$ cat config.mk
export PLATFORM = sky130hd
export DESIGN_NAME = mod_147_11_hb_sched_flat
export DESIGN_NICKNAME = d
export VERILOG_FILES = /design/src/rtl/mod_147_11_hb_sched_if.sv /design/src/rtl/mod_147_11_hb_sched.sv /design/src/flat_wrapper.sv
export SDC_FILE = /design/constraint.sdc
export NUM_CORES = 1
export LEC_CHECK = 0
export ABC_AREA = 1
export CORE_ASPECT_RATIO = 0.5
export CORE_MARGIN = 10
export CORE_UTILIZATION = 40
export CTS_BUF_LIST = sky130_fd_sc_hd__clkbuf_4 sky130_fd_sc_hd__clkbuf_8 sky130_fd_sc_hd__clkbuf_16
export DETAILED_ROUTE_END_ITERATION = 10
export MAX_ROUTING_LAYER = met4
export PLACE_DENSITY = 0.67
export SYNTH_ARGS = -nofsm -noshare
export SYNTH_HDL_FRONTEND = slang
export SYNTH_SLANG_ARGS = --single-unit
$ cat constraint.sdc
create_clock -name clk -period 2 [get_ports clk]
set_clock_uncertainty 0.1 [all_clocks]
set_input_delay 0.4 -clock clk [delete_from_list [all_inputs] [get_ports clk]]
set_output_delay 0.4 -clock clk [all_outputs]
set_load 0.005 [all_outputs]
$ cat src/rtl/mod_147_11_hb_sched_if.sv
// Command/status bundle between the 10BASE-T1S link monitor / MAC side
// (master) and the heartbeat transmit scheduler (slave).
interface mod_147_11_hb_sched_if;
    logic       pcs_reset;
    logic       mr_autoneg_enable;
    logic       an_link_good;
    logic       multidrop;
    logic       tx_en;
    logic       hold_start;
    logic       tx_grant;
    logic [1:0] tx_cmd;
    logic       link_hold_timer_done;
    logic [1:0] sched_state;

    modport master (
        output pcs_reset,
        output mr_autoneg_enable,
        output an_link_good,
        output multidrop,
        output tx_en,
        output hold_start,
        input  tx_grant,
        input  tx_cmd,
        input  link_hold_timer_done,
        input  sched_state
    );

    modport slave (
        input  pcs_reset,
        input  mr_autoneg_enable,
        input  an_link_good,
        input  multidrop,
        input  tx_en,
        input  hold_start,
        output tx_grant,
        output tx_cmd,
        output link_hold_timer_done,
        output sched_state
    );
endinterface

$ cat src/rtl/mod_147_11_hb_sched.sv
// Heartbeat/data transmit scheduler and link_hold_timer for the 10BASE-T1S
// point-to-point link monitor. MAC data (tx_en) and periodic HEARTBEAT
// insertion share the PCS transmit command path; the hold timer is an
// independent down-counter used by the link status state machine.
//
// state   | meaning
// --------+----------------------------------------------------------
// S_OFF   | scheduler disabled, tx_cmd=NONE, no grant
// S_WAIT  | idle, counting cycles since last tx activity
// S_SEND  | HEARTBEAT being sent for HB_LEN cycles, MAC held off
// S_DATA  | MAC owns the transmit path (tx_grant=1)
module mod_147_11_hb_sched #(
    parameter logic [15:0] HB_PERIOD = 16'd1000,
    parameter logic [7:0]  HB_LEN    = 8'd4,
    parameter logic [15:0] HOLD_CYC  = 16'd4000
) (
    input  logic                  clk,
    input  logic                  reset_n,
    mod_147_11_hb_sched_if.slave  bus
);

    typedef enum logic [1:0] {
        S_OFF  = 2'b00,
        S_WAIT = 2'b01,
        S_SEND = 2'b10,
        S_DATA = 2'b11
    } state_t;

    localparam logic [1:0]  CMD_HB    = 2'b10;
    localparam logic [1:0]  CMD_NONE  = 2'b11;
    localparam logic [15:0] IDLE_LAST = HB_PERIOD - 16'd1;
    localparam logic [7:0]  HB_LAST   = HB_LEN - 8'd1;
    localparam logic [15:0] HOLD_LOAD = HOLD_CYC - 16'd1;
    localparam logic [15:0] CNT16_MAX = 16'hFFFF;
    localparam logic [7:0]  CNT8_MAX  = 8'hFF;

    if (HB_PERIOD < 16'd2) begin : g_chk_hb_period
        $error("HB_PERIOD must be at least 2");
    end
    if (HB_LEN < 8'd1) begin : g_chk_hb_len
        $error("HB_LEN must be at least 1");
    end
    if (HOLD_CYC < 16'd2) begin : g_chk_hold_cyc
        $error("HOLD_CYC must be at least 2");
    end

    state_t      r_state;
    logic [15:0] r_idle_cnt;
    logic [7:0]  r_hb_cnt;
    logic [1:0]  r_tx_cmd;
    logic        r_tx_grant;
    logic [15:0] r_hold_cnt;
    logic        r_hold_done;
    logic        w_disable;

    // Outputs are registered alongside the state, so decode from the state
    // being entered rather than the current one.
    function automatic logic [1:0] f_cmd(state_t s);
        return (s == S_SEND) ? CMD_HB : CMD_NONE;
    endfunction

    function automatic logic f_grant(state_t s);
        return (s == S_DATA);
    endfunction

    assign w_disable = bus.pcs_reset | ~bus.mr_autoneg_enable |
                       ~bus.an_link_good | bus.multidrop;

    // Scheduler FSM with idle/heartbeat counters and registered outputs.
    always_ff @(posedge clk or negedge reset_n) begin
        if (!reset_n) begin
            r_state    <= S_OFF;
            r_idle_cnt <= 16'd0;
            r_hb_cnt   <= 8'd0;
            r_tx_cmd   <= CMD_NONE;
            r_tx_grant <= 1'b0;
        end else if (w_disable) begin
            // Any disable source drops whatever is in flight, including a frame.
            r_state    <= S_OFF;
            r_idle_cnt <= 16'd0;
            r_hb_cnt   <= 8'd0;
            r_tx_cmd   <= f_cmd(S_OFF);
            r_tx_grant <= f_grant(S_OFF);
        end else begin
            case (r_state)
                S_OFF: begin
                    r_state    <= S_WAIT;
                    r_idle_cnt <= 16'd0;
                    r_tx_cmd   <= f_cmd(S_WAIT);
                    r_tx_grant <= f_grant(S_WAIT);
                end
                S_WAIT: begin
                    if (bus.tx_en) begin
                        // MAC request beats a heartbeat due on the same cycle.
                        r_state    <= S_DATA;
                        r_idle_cnt <= 16'd0;
                        r_tx_cmd   <= f_cmd(S_DATA);
                        r_tx_grant <= f_grant(S_DATA);
                    end else if (r_idle_cnt == IDLE_LAST) begin
                        r_state    <= S_SEND;
                        r_hb_cnt   <= 8'd0;
                        r_tx_cmd   <= f_cmd(S_SEND);
                        r_tx_grant <= f_grant(S_SEND);
                    end else begin
                        if (r_idle_cnt != CNT16_MAX) begin
                            r_idle_cnt <= r_idle_cnt + 16'd1;
                        end
                        r_tx_cmd   <= f_cmd(S_WAIT);
                        r_tx_grant <= f_grant(S_WAIT);
                    end
                end
                S_SEND: begin
                    if (r_hb_cnt == HB_LAST) begin
                        // Heartbeat always runs to completion; a pending
                        // MAC request is granted straight afterwards.
                        r_idle_cnt <= 16'd0;
                        if (bus.tx_en) begin
                            r_state    <= S_DATA;
                            r_tx_cmd   <= f_cmd(S_DATA);
                            r_tx_grant <= f_grant(S_DATA);
                        end else begin
                            r_state    <= S_WAIT;
                            r_tx_cmd   <= f_cmd(S_WAIT);
                            r_tx_grant <= f_grant(S_WAIT);
                        end
                    end else begin
                        if (r_hb_cnt != CNT8_MAX) begin
                            r_hb_cnt <= r_hb_cnt + 8'd1;
                        end
                        r_tx_cmd   <= f_cmd(S_SEND);
                        r_tx_grant <= f_grant(S_SEND);
                    end
                end
                S_DATA: begin
                    if (!bus.tx_en) begin
                        r_state    <= S_WAIT;
                        r_idle_cnt <= 16'd0;
                        r_tx_cmd   <= f_cmd(S_WAIT);
                        r_tx_grant <= f_grant(S_WAIT);
                    end else begin
                        r_tx_cmd   <= f_cmd(S_DATA);
                        r_tx_grant <= f_grant(S_DATA);
                    end
                end
                default: begin
                    r_state    <= S_OFF;
                    r_tx_cmd   <= CMD_NONE;
                    r_tx_grant <= 1'b0;
                end
            endcase
        end
    end

    // link_hold_timer: down-counter, restartable, only cleared by reset_n.
    always_ff @(posedge clk or negedge reset_n) begin
        if (!reset_n) begin
            r_hold_cnt  <= 16'd0;
            r_hold_done <= 1'b1;
        end else if (bus.hold_start) begin
            // A start landing on the expiry cycle keeps done low.
            r_hold_cnt  <= HOLD_LOAD;
            r_hold_done <= 1'b0;
        end else if (r_hold_cnt != 16'd0) begin
            r_hold_cnt  <= r_hold_cnt - 16'd1;
        end else begin
            r_hold_done <= 1'b1;
        end
    end

    assign bus.tx_grant             = r_tx_grant;
    assign bus.tx_cmd               = r_tx_cmd;
    assign bus.link_hold_timer_done = r_hold_done;
    assign bus.sched_state          = r_state;

endmodule

$ cat src/flat_wrapper.sv
// flat-port wrapper written by rule: the top's interface ports become plain ports
module mod_147_11_hb_sched_flat 
#(
    parameter logic [15:0] HB_PERIOD = 16'd1000,
    parameter logic [7:0]  HB_LEN    = 8'd4,
    parameter logic [15:0] HOLD_CYC  = 16'd4000
)
  (clk, reset_n, bus_pcs_reset, bus_mr_autoneg_enable, bus_an_link_good, bus_multidrop, bus_tx_en, bus_hold_start, bus_tx_grant, bus_tx_cmd, bus_link_hold_timer_done, bus_sched_state);
  mod_147_11_hb_sched_if bus_i ();
  input  logic clk;
  input  logic reset_n;
  input wire logic [$bits(bus_i.pcs_reset)-1:0] bus_pcs_reset;
  input wire logic [$bits(bus_i.mr_autoneg_enable)-1:0] bus_mr_autoneg_enable;
  input wire logic [$bits(bus_i.an_link_good)-1:0] bus_an_link_good;
  input wire logic [$bits(bus_i.multidrop)-1:0] bus_multidrop;
  input wire logic [$bits(bus_i.tx_en)-1:0] bus_tx_en;
  input wire logic [$bits(bus_i.hold_start)-1:0] bus_hold_start;
  output wire logic [$bits(bus_i.tx_grant)-1:0] bus_tx_grant;
  output wire logic [$bits(bus_i.tx_cmd)-1:0] bus_tx_cmd;
  output wire logic [$bits(bus_i.link_hold_timer_done)-1:0] bus_link_hold_timer_done;
  output wire logic [$bits(bus_i.sched_state)-1:0] bus_sched_state;
  assign bus_i.pcs_reset = bus_pcs_reset;
  assign bus_i.mr_autoneg_enable = bus_mr_autoneg_enable;
  assign bus_i.an_link_good = bus_an_link_good;
  assign bus_i.multidrop = bus_multidrop;
  assign bus_i.tx_en = bus_tx_en;
  assign bus_i.hold_start = bus_hold_start;
  assign bus_tx_grant = bus_i.tx_grant;
  assign bus_tx_cmd = bus_i.tx_cmd;
  assign bus_link_hold_timer_done = bus_i.link_hold_timer_done;
  assign bus_sched_state = bus_i.sched_state;
  mod_147_11_hb_sched #(.HB_PERIOD(HB_PERIOD), .HB_LEN(HB_LEN), .HOLD_CYC(HOLD_CYC)) u_core (.clk(clk), .reset_n(reset_n), .bus(bus_i));
endmodule
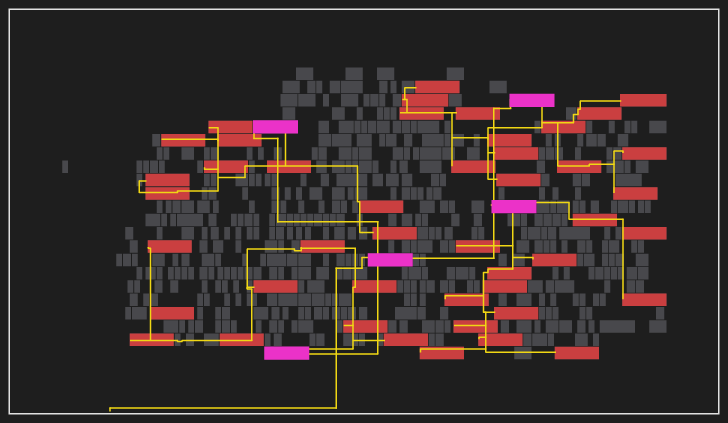
(images/clock_wires.png)
[red] flip-flops | count: 45
[yellow] clock wires | length: 730 microns
[magenta] clock-net drivers | count: 5
routed clock nets: 6
clock share of power: 45.5%
clk latency late pin: 0.30 ns
Power Clock: 0.850 mW

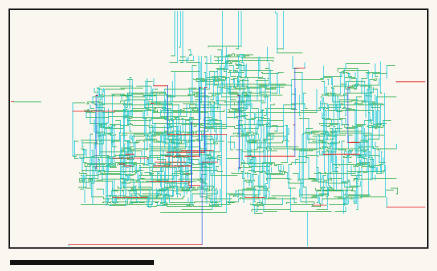
(images/layers.png)
Scale bar: 50 microns.
| color | layer | wire length |
|---|---|---|
| green | M1 | 3700 microns |
| blue | M4 | 214 microns |
| red | M3 | 279 microns |
| cyan | M2 | 3830 microns |
GRT Total Usage: 14.3%
Detailed Route WL: 8020 microns
via count: 3100
WL/cell: 13.4 microns

==> reports/summary.txt <==
Global-route wire length before repair: 13400 microns
Synthesis Warnings: 0
CTS tree: done
Post-layout nets: 517
N_diodes: 0
ClkCell Share: 3.94%
Cell Area, Synth: 0.00311 sq mm
IR drop worst, VDD: 0.000281 V
Clock Path Buffers: 2
Crit-path slowest cell: dfrtp_1
Top cells excl fill/tap: nand2_1, nor2_1, nand3_1
Fin crit period: 1.92 ns
Buffer count from post-CTS setup fixing: 0
Synth Net Count: 475
Largest cells by area: dfrtp_1, nand2_1, nand3_1
Status: complete, no violations
DP Cell Count: 581
Worst Path Class, Setup: reg2reg
Switching pwr: 0.439 mW
Switching part of the total power: 23.5%
Reg area: 0.00113 sq mm
Reg2reg start: u_core.r_idle_cnt[5]$_DFFE_PN0P_
Initial DRC count: 250
DR top layer: met4
TritonCTS Buffers: 5
Die span in x: 145 microns
Final HPWL DP: 5690 microns
Post-synthesis async set-or-reset flop share: 100%
Static leakage: 1.67 nW
Inverters: 56
Setup total negative slack: 0 ns
Worst Hold Endpoint: u_core.bus.link_hold_timer_done$_DFFE_PN1P_
Die Height: 82.4 microns
Mux share: 0%
Register-to-Register Path Depth: 10
Pins over their slew limit: 0
Die Size: 0.0119 sq mm
Worst path top cell family by delay: simple AND/OR/NAND/NOR gates
# IOs: 14
Post-synth top cells: nand2_1, nor2_1, nand3_1
Worst hold path cell count: 2
DP Area: 0.00348 sq mm
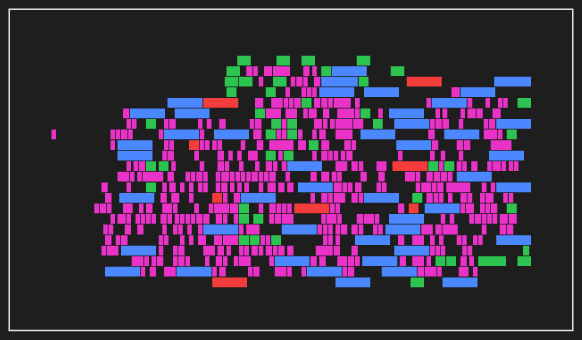
(images/class_map.png)
| color | class | cells |
|---|---|---|
| red | clock drivers and dummy loads | 8 |
| magenta | remaining logic cells | 403 |
| blue | registers | 45 |
| green | remaining buffers and delay cells | 46 |
core box area: 0.00743 sq mm
Final Core Density: 50.4%
Post-Layout Inst Area: 0.00375 sq mm

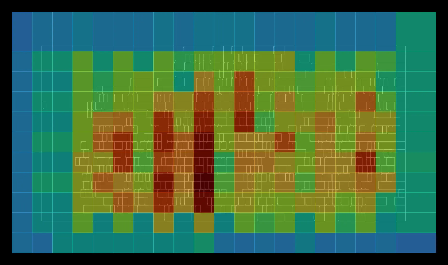
(images/congestion_map.png)
busiest grt layer: met2
met1 Use GR: 16.9%
met2 Usage GRT: 23.3%
GR met3 Demand/Resource: 2.85%

No activity file was given, so power comes from the tool's default toggle rates.
